**Run 1: cell density map**

The bar under the picture is 10 um long. The die is cut into 8 by 10 equal tiles; dark purple is low, yellow is high, 0 to 100% covered.
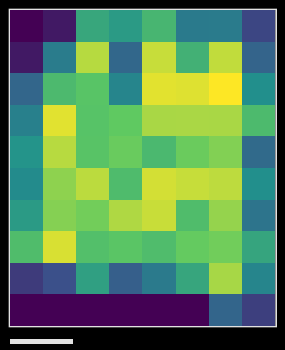
**Run 1: routed metal per tile**

The die is cut into 8 by 10 equal tiles; dark purple is low, yellow is high, scaled to the fullest tile. Values are wire area over tile area, all layers added.
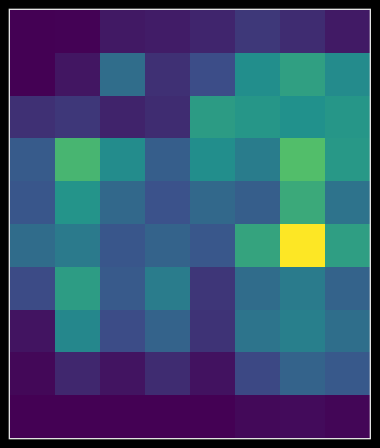
**Run 1: sequential cells coloured by netlist name**

The bar under the picture is 10 um long. Other sequential cells in the stronger grey, the rest of the logic in the fainter grey.
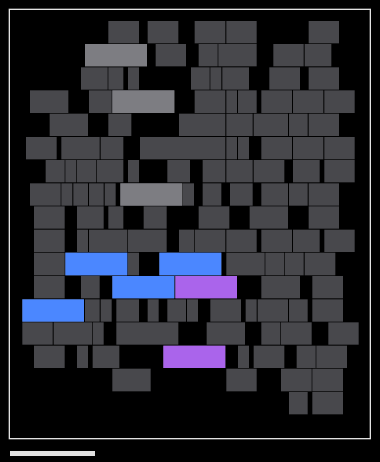
**Run 1: metal layers overlaid**

Only two layers are drawn.
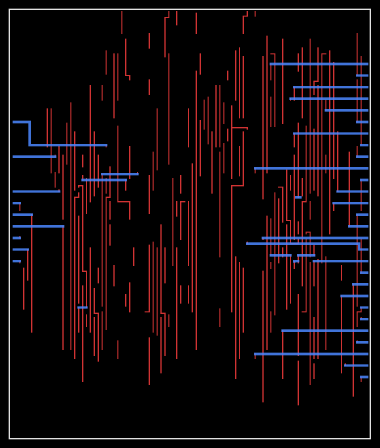
## src/rtl/fifo_wr_scheduler.sv

```systemverilog
// Write-side round-robin arbiter, occupancy tracker, read issue and flush
// sequencer in front of a single status-less FIFO.
module fifo_wr_scheduler #(
  parameter int NUM_REQ    = 4,
  parameter int DEPTH      = 8,
  parameter int DATA_WIDTH = 4
) (
  input  logic                          clk_i,
  input  logic                          rst_i,
  input  logic [NUM_REQ-1:0]            req_valid_i,
  input  logic [NUM_REQ*DATA_WIDTH-1:0] req_data_i,
  output logic [NUM_REQ-1:0]            req_ready_o,
  output logic                          fifo_wr_en_o,
  output logic [DATA_WIDTH-1:0]         fifo_data_o,
  output logic                          fifo_rd_en_o,
  input  logic                          rd_req_i,
  output logic                          rd_valid_o,
  input  logic                          flush_i,
  output logic                          flush_done_o,
  output logic [$clog2(DEPTH):0]        count_o,
  output logic                          full_o,
  output logic                          empty_o
);

  localparam int CW = $clog2(DEPTH) + 1;
  localparam int PW = (NUM_REQ > 1) ? $clog2(NUM_REQ) : 1;
  localparam logic [CW-1:0] DEPTH_C = CW'(DEPTH);
  localparam logic [PW-1:0] LAST_C  = PW'(NUM_REQ - 1);

  typedef enum logic {RUN, FLUSH} state_t;

  state_t          state_q, state_d;
  logic [PW-1:0]   rr_q;
  logic [CW-1:0]   count_q;
  logic [PW-1:0]   grant_idx;
  logic            grant_vld;
  logic            run_rd, flush_rd, flush_finish;

  // Grant search starts at rr_q and wraps; suppressed while in reset so no
  // output asserts before the first clean cycle.
  // NOTE: every variable written here gets a default first, so no latch is inferred.
  always_comb begin
    grant_vld   = 1'b0;
    grant_idx   = '0;
    req_ready_o = '0;
    fifo_data_o = '0;
    if (!rst_i && state_q == RUN && count_q < DEPTH_C) begin
      for (int k = 0; k < NUM_REQ; k++) begin
        if (!grant_vld && req_valid_i[(int'(rr_q) + k) % NUM_REQ]) begin
          grant_vld = 1'b1;
          grant_idx = PW'((int'(rr_q) + k) % NUM_REQ);
        end
      end
    end
    if (grant_vld) begin
      req_ready_o[grant_idx] = 1'b1;
      fifo_data_o            = req_data_i[grant_idx*DATA_WIDTH +: DATA_WIDTH];
    end
  end

  assign fifo_wr_en_o = grant_vld;
  assign run_rd       = !rst_i && state_q == RUN   && rd_req_i && count_q != '0;
  assign flush_rd     = !rst_i && state_q == FLUSH && count_q != '0;
  assign fifo_rd_en_o = run_rd | flush_rd;
  // Flush ends on the edge where the last entry leaves (or immediately if empty).
  assign flush_finish = state_q == FLUSH && count_q <= CW'(1);

  always_comb begin
    state_d = state_q;
    case (state_q)
      RUN:     if (flush_i) state_d = FLUSH;
      FLUSH:   if (flush_finish) state_d = RUN;
      default: state_d = RUN;
    endcase
  end

  // NOTE: state registers use non-blocking assignments so every flop samples pre-edge values.
  always_ff @(posedge clk_i) begin
    if (rst_i) begin
      state_q      <= RUN;
      count_q      <= '0;
      rr_q         <= '0;
      rd_valid_o   <= 1'b0;
      flush_done_o <= 1'b0;
    end else begin
      state_q      <= state_d;
      count_q      <= count_q + CW'(fifo_wr_en_o) - CW'(fifo_rd_en_o);
      rd_valid_o   <= run_rd;
      flush_done_o <= flush_finish;
      if (grant_vld) rr_q <= (grant_idx == LAST_C) ? '0 : grant_idx + PW'(1);
    end
  end

  assign count_o = count_q;
  assign full_o  = count_q == DEPTH_C;
  assign empty_o = count_q == '0;

endmodule

```

## config.mk

```make
export PLATFORM = sky130hd
export DESIGN_NAME = fifo_wr_scheduler
export DESIGN_NICKNAME = d
export VERILOG_FILES = /design/src/rtl/fifo_wr_scheduler.sv
export SDC_FILE = /design/constraint.sdc
export NUM_CORES = 1
export LEC_CHECK = 0
export CORE_ASPECT_RATIO = 1.2
export CORE_MARGIN = 1
export CORE_UTILIZATION = 41
export DETAILED_ROUTE_END_ITERATION = 7
export PLACE_DENSITY = 0.87
export RECOVER_POWER = 25
export SLEW_MARGIN = 20
export SYNTH_ARGS = -nofsm -noshare
export SYNTH_HDL_FRONTEND = slang
export SYNTH_SLANG_ARGS = --single-unit
```

## constraint.sdc

```tcl
create_clock -name clk_i -period 4.1 [get_ports clk_i]
set_input_delay 0.41 -clock clk_i [delete_from_list [all_inputs] [get_ports clk_i]]
set_output_delay 0.41 -clock clk_i [all_outputs]
set_load 0.05 [all_outputs]
```

==> reports/qor_table.md, run 1 <==
| Metric | This run |
|---|---|
| Synthesis-to-finish area growth | 58.4% |
| CP dominant cell by count | clkdlybuf4s50_1 |
| Status | finished, final reports clean |
| Worst Slack Setup Final | 0.588 ns |
| Met1 WL | 890 um |
| Post-synth area hogs | dfxtp_1 (23%), ha_1 (17%), mux2i_1 (6.3%) |
| Max Fclk | 0.285 GHz |
| Count of instantiated cells in the yosys netlist | 88 |
| TNS Setup | 0 ns |
| Data arrival time of the critical path | 3.10 ns |
| CTS tree | built |
| Type of destination of the critical path | output pin |
| First-pass GRT wire length | 3440 um |
| Synthesized cell area | 793 um^2 |
| RSZ-0062 raised after global routing | no |
| Number of cells upsized or downsized after cts | 0 |
| Final Cycle Share | 85.7% |
| TritonCTS sink count | 9 |
| Pre-CTS setup slack | 0.609 ns |
| Layout cells sized above 1 | 11.4% |
| Placement Rows | 17 |
| Relative max-transition margin | 65.4% |
| Tally of yosys warning messages | 0 |
| Number of synthesized flops with an enable pin | 0 |
| Static leakage power | 0.517 nW |
| Detailed Routing Iterations Pass 1 | 4 |
| Clock buffers created by TritonCTS | 3 |
| Yosys stat chip area | 793 um^2 |
| Power density of the placed cells | 592 nW/um^2 |
| Clock buffer depth | 2 |
| GRT overflow | 0 |
About 'cell density map':
- nearly empty tiles: 8.7%
- mean over tiles: 58%
- fullest tile: 100%
starting density of the core: 43.4%
final core occ: 68.7%
area of the core: 1830 um^2

About 'routed metal per tile':
- densest ninth of the die: east
- tiles over half the peak: 18%
- nearly empty tiles: 11%
- fullest tile: 0.61
- mean over tiles: 0.17
Via Count: 821
total routed wirelength: 2240 um
wire length per cell after detailed routing: 14.8 um

About 'sequential cells coloured by netlist name':
- rr_q: purple (placed flops 2)
- count_o: blue (placed flops 4)
sequential logic power: 0.143 mW
register share of the cell area: 14.3%

About 'metal layers overlaid':
- M3: blue (wire length 188 um)
- M2: red (wire length 1150 um)

-- run 1: final cells by class --
type	count	area share, %
clock buffers	3	1.79
clock inverters	1	0.398
inverters	8	2.39
multi-input cells	68	45.3
flip-flops and latches	9	14.3
well taps	19	1.89
repair buffers	43	33.9
-- run 1: cell families after synthesis --
| group | count (synthesis) | synth area share, % |
|---|---|---|
| simple gates | 31 | 23.3 |
| compound gates | 18 | 20.0 |
| fa+ha+maj | 12 | 19.9 |
| buf+inv | 11 | 5.52 |
| flops | 9 | 22.7 |
| mux | 5 | 6.31 |
| xor+xnor | 2 | 2.21 |
-- run 1: path summary, 6_finish.rpt --
check | startpoint | end | slack (ns) | cells past startpoint
setup / recovery | req_valid_i[2] | req_ready_o[2] | 0.59 | 9
hold / removal | rr_q[0] | rr_q[0] | 0.58 | 2
setup reg to reg | count_o[3] | count_o[3] | 1.65 | 11
hold reg to reg | rr_q[0] | rr_q[0] | 0.58 | 2
-- run 1: placed cells by master (no fill, tap or decap), types with 2 or more instances in the layout --
cell and n:
a21oi_1 3, a32oi_1 4, and2_1 6, buf_4 2
clkbuf_4 3, clkdlybuf4s50_1 38, dfxtp_1 9, dlygate4sd3_1 3
ha_1 11, inv_1 6, inv_2 2, mux2i_1 5
nor2_1 10, nor2b_1 4, nor2b_2 2, nor3_1 2
o22ai_1 5, xnor2_1 2
-- run 1: stage by stage --
step	hold WS, ns	instances	cell area [um^2]	power (mW)
after floorplan	0.515	88	793	0.507
after global placement	0.542	147	1230	0.657
after detailed placement	0.585	147	1230	0.678
after CTS	0.593	151	1260	0.749
after global routing	0.632	151	1260	0.790
final	0.578	151	1260	0.743
-- run 1: flip-flops by register name, indices dropped and copies added, names as in the netlist --
register	count
count_o	4
state_q	1
flush_done_o	1
rd_valid_o	1
rr_q	2
-- run 1: routing by layer --
layer,vias to the layer above,GRT usage (%)
met4,0,5.73
met5,-,0
met3,2,5.40
met1,368,20.0
met2,49,42.7
li1,402,-
-- run 1: worst max-delay path, delay by kind of cell --
family | cells | cell delay, ns
AND-OR/OR-AND | 2 | 0.26
adder cells (fa/ha/maj) | 1 | 0.14
AND/OR/NAND/NOR | 3 | 0.87
buffers and inverters | 3 | 1.42
-- run 1: power by group --
part / switching (mW) / internal (mW)
Combinational: 0.323 / 0.210
Sequential: 0.0304 / 0.113
Clock: 0.0309 / 0.0359
==> run 2, diff against run 1 <==
--- a/config.mk
+++ b/config.mk
@@ -7,9 +7,9 @@
 export LEC_CHECK = 0
 export CORE_ASPECT_RATIO = 1.2
 export CORE_MARGIN = 1
-export CORE_UTILIZATION = 41
+export CORE_UTILIZATION = 39
 export DETAILED_ROUTE_END_ITERATION = 7
-export PLACE_DENSITY = 0.87
+export PLACE_DENSITY = 0.84
 export RECOVER_POWER = 25
 export SLEW_MARGIN = 20
 export SYNTH_ARGS = -nofsm -noshare
==> constraint.sdc (replaced) <==
create_clock -name clk_i -period 3.3 [get_ports clk_i]
set_input_delay 0.33 -clock clk_i [delete_from_list [all_inputs] [get_ports clk_i]]
set_output_delay 0.33 -clock clk_i [all_outputs]
set_load 0.05 [all_outputs]
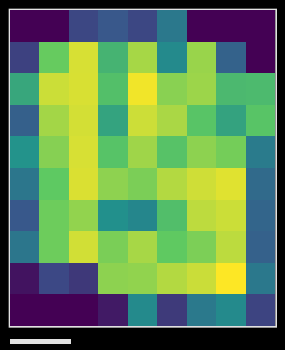
**Above:** run 2 (cell density map).
The bar under the picture is 10 um long. The die is cut into 9 by 10 equal tiles; dark purple is low, yellow is high, 0 to 100% covered.
- mean over tiles: 58%
- emptiest ninth of the die: south-west
- tiles over 75% full: 44%
- nearly empty tiles: 10%
- fullest tile: 100%

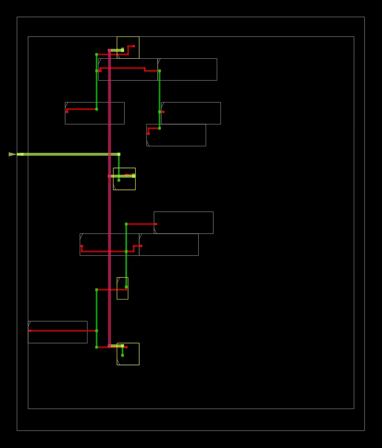
**Above:** run 2 (the clock network).
flip-flops: 9
Post-Route Skew: 0.00314 ns
TritonCTS sink count: 9
number of clock-tree buffers in the layout: 4
clock buffers created by TritonCTS: 3

==> reports/qor_table.md, run 2 <==
| Metric | This run | Delta |
|---|---|---|
| Power Total | 0.944 mW | +27% |
| Detailed Routing Iterations Pass 1 | 3 | -1 |
| Static leakage power | 0.553 nW | +7.0% |
| Power density of the placed cells | 716 nW/um^2 | +21% |
| Layout cells sized above 1 | 18.2% | +6.8 points |
| Max FFs per register | 4 | unchanged |
| Worst hold path depth | 2 | unchanged |
| FF-to-FF End | count_o[3] |  |
| First-pass GRT wire length | 3350 um | -2.6% |
| Non-filler cells in the finished layout | 151 | unchanged |
| Synthesis-to-finish area growth | 66.2% |  |
| Count of instantiated cells in the yosys netlist | 88 | unchanged |
| Min-Delay Startpoint | rr_q[0] |  |
| Final core occ | 70.5% | +1.8 points |
| Area of the core | 1870 um^2 | +2.3% |
| Cells after DPL | 147 | unchanged |
| Clock buffer depth | 2 | unchanged |
| Depth of the worst register-to-register path | 11 | unchanged |
| Status | finished, final reports clean |  |
| Dominant logic cell types in the final layout | clkdlybuf4s50_1 (29), ha_1 (11), nor2_1 (10), dfxtp_1 (9) |  |
| GRT overflow | 0 | unchanged |
| Yosys stat chip area | 793 um^2 | unchanged |
[run 2: netlist changes by cell type in the layout (fill, tap and decap cells not counted), sizes merged]
cell,before,now
clkbuf,3,4
clkdlybuf4s50,38,29
clkinv,1,0
buf,2,11
[run 2: layer usage]
layer / GRT usage (%) / routed length (um) / share of wire, % / up-vias
met5: 0 / 0 / 0 / -
met4: 7.58 / 36 / 1.7 / 0
met1: 22.2 / 884 / 43 / 364
met2: 35.3 / 976 / 47 / 39
li1: - / - / - / 399
met3: 2.83 / 178 / 8.6 / 3
[run 2: layout make-up]
| cell class | count | area (um^2) | share of cell area, % |
|---|---|---|---|
| Clock buffer | 4 | 26.3 | 1.99 |
| Multi-Input combinational cell | 68 | 581 | 44.0 |
| Timing Repair Buffer | 43 | 478 | 36.2 |
| Tap cell | 19 | 23.8 | 1.80 |
| Sequential cell | 9 | 180 | 13.7 |
| Inverter | 8 | 30.0 | 2.28 |
[run 2: cell families after synthesis]
| kind of cell | count (synthesis) |
|---|---|
| simple gates | 31 |
| compound gates | 18 |
| fa+ha+maj | 12 |
| buf+inv | 11 |
| flops | 9 |
| mux | 5 |
| xor+xnor | 2 |
[run 2: worst max-delay path: stages]
cell,delay [ns]
clkdlybuf4s50_1,0.49
nor2b_2,0.18
a21boi_2,0.18
o32ai_1,0.11
or4_1,0.57
ha_1,0.24
and2_1,0.16
buf_12,0.15
[run 2: worst max-delay path by stage]
stage / from / end / slack, ns / cells past startpoint
2_1_floorplan: count_o[3] / count_o[1] / 0.16 / 9
3_3_place_gp: req_valid_i[2] / req_ready_o[3] / 0.64 / 9
3_5_place_dp: req_valid_i[2] / req_ready_o[1] / 0.57 / 8
4_1_cts: req_valid_i[2] / req_ready_o[3] / 0.56 / 9
5_1_grt: req_valid_i[2] / req_ready_o[3] / 0.44 / 9
6_report: req_valid_i[2] / req_ready_o[1] / 0.56 / 8
[run 2: per-stage QoR]
stage / hold WS, ns / cell area [um^2]
after global placement: 0.542 / 1290
after CTS: 0.558 / 1320
after floorplan: 0.502 / 805
after global routing: 0.592 / 1320
after detailed placement: 0.546 / 1290
final: 0.556 / 1320
[run 2: report_power, final]
part	switching, mW	leakage [nW]	internal (mW)	total, mW
registers	0.0373	0.0742	0.140	0.178
logic	0.401	0.464	0.277	0.678
clock network	0.0414	0.0150	0.0468	0.0882
Power figures rest on the tool's default switching activity, not on a simulated workload.
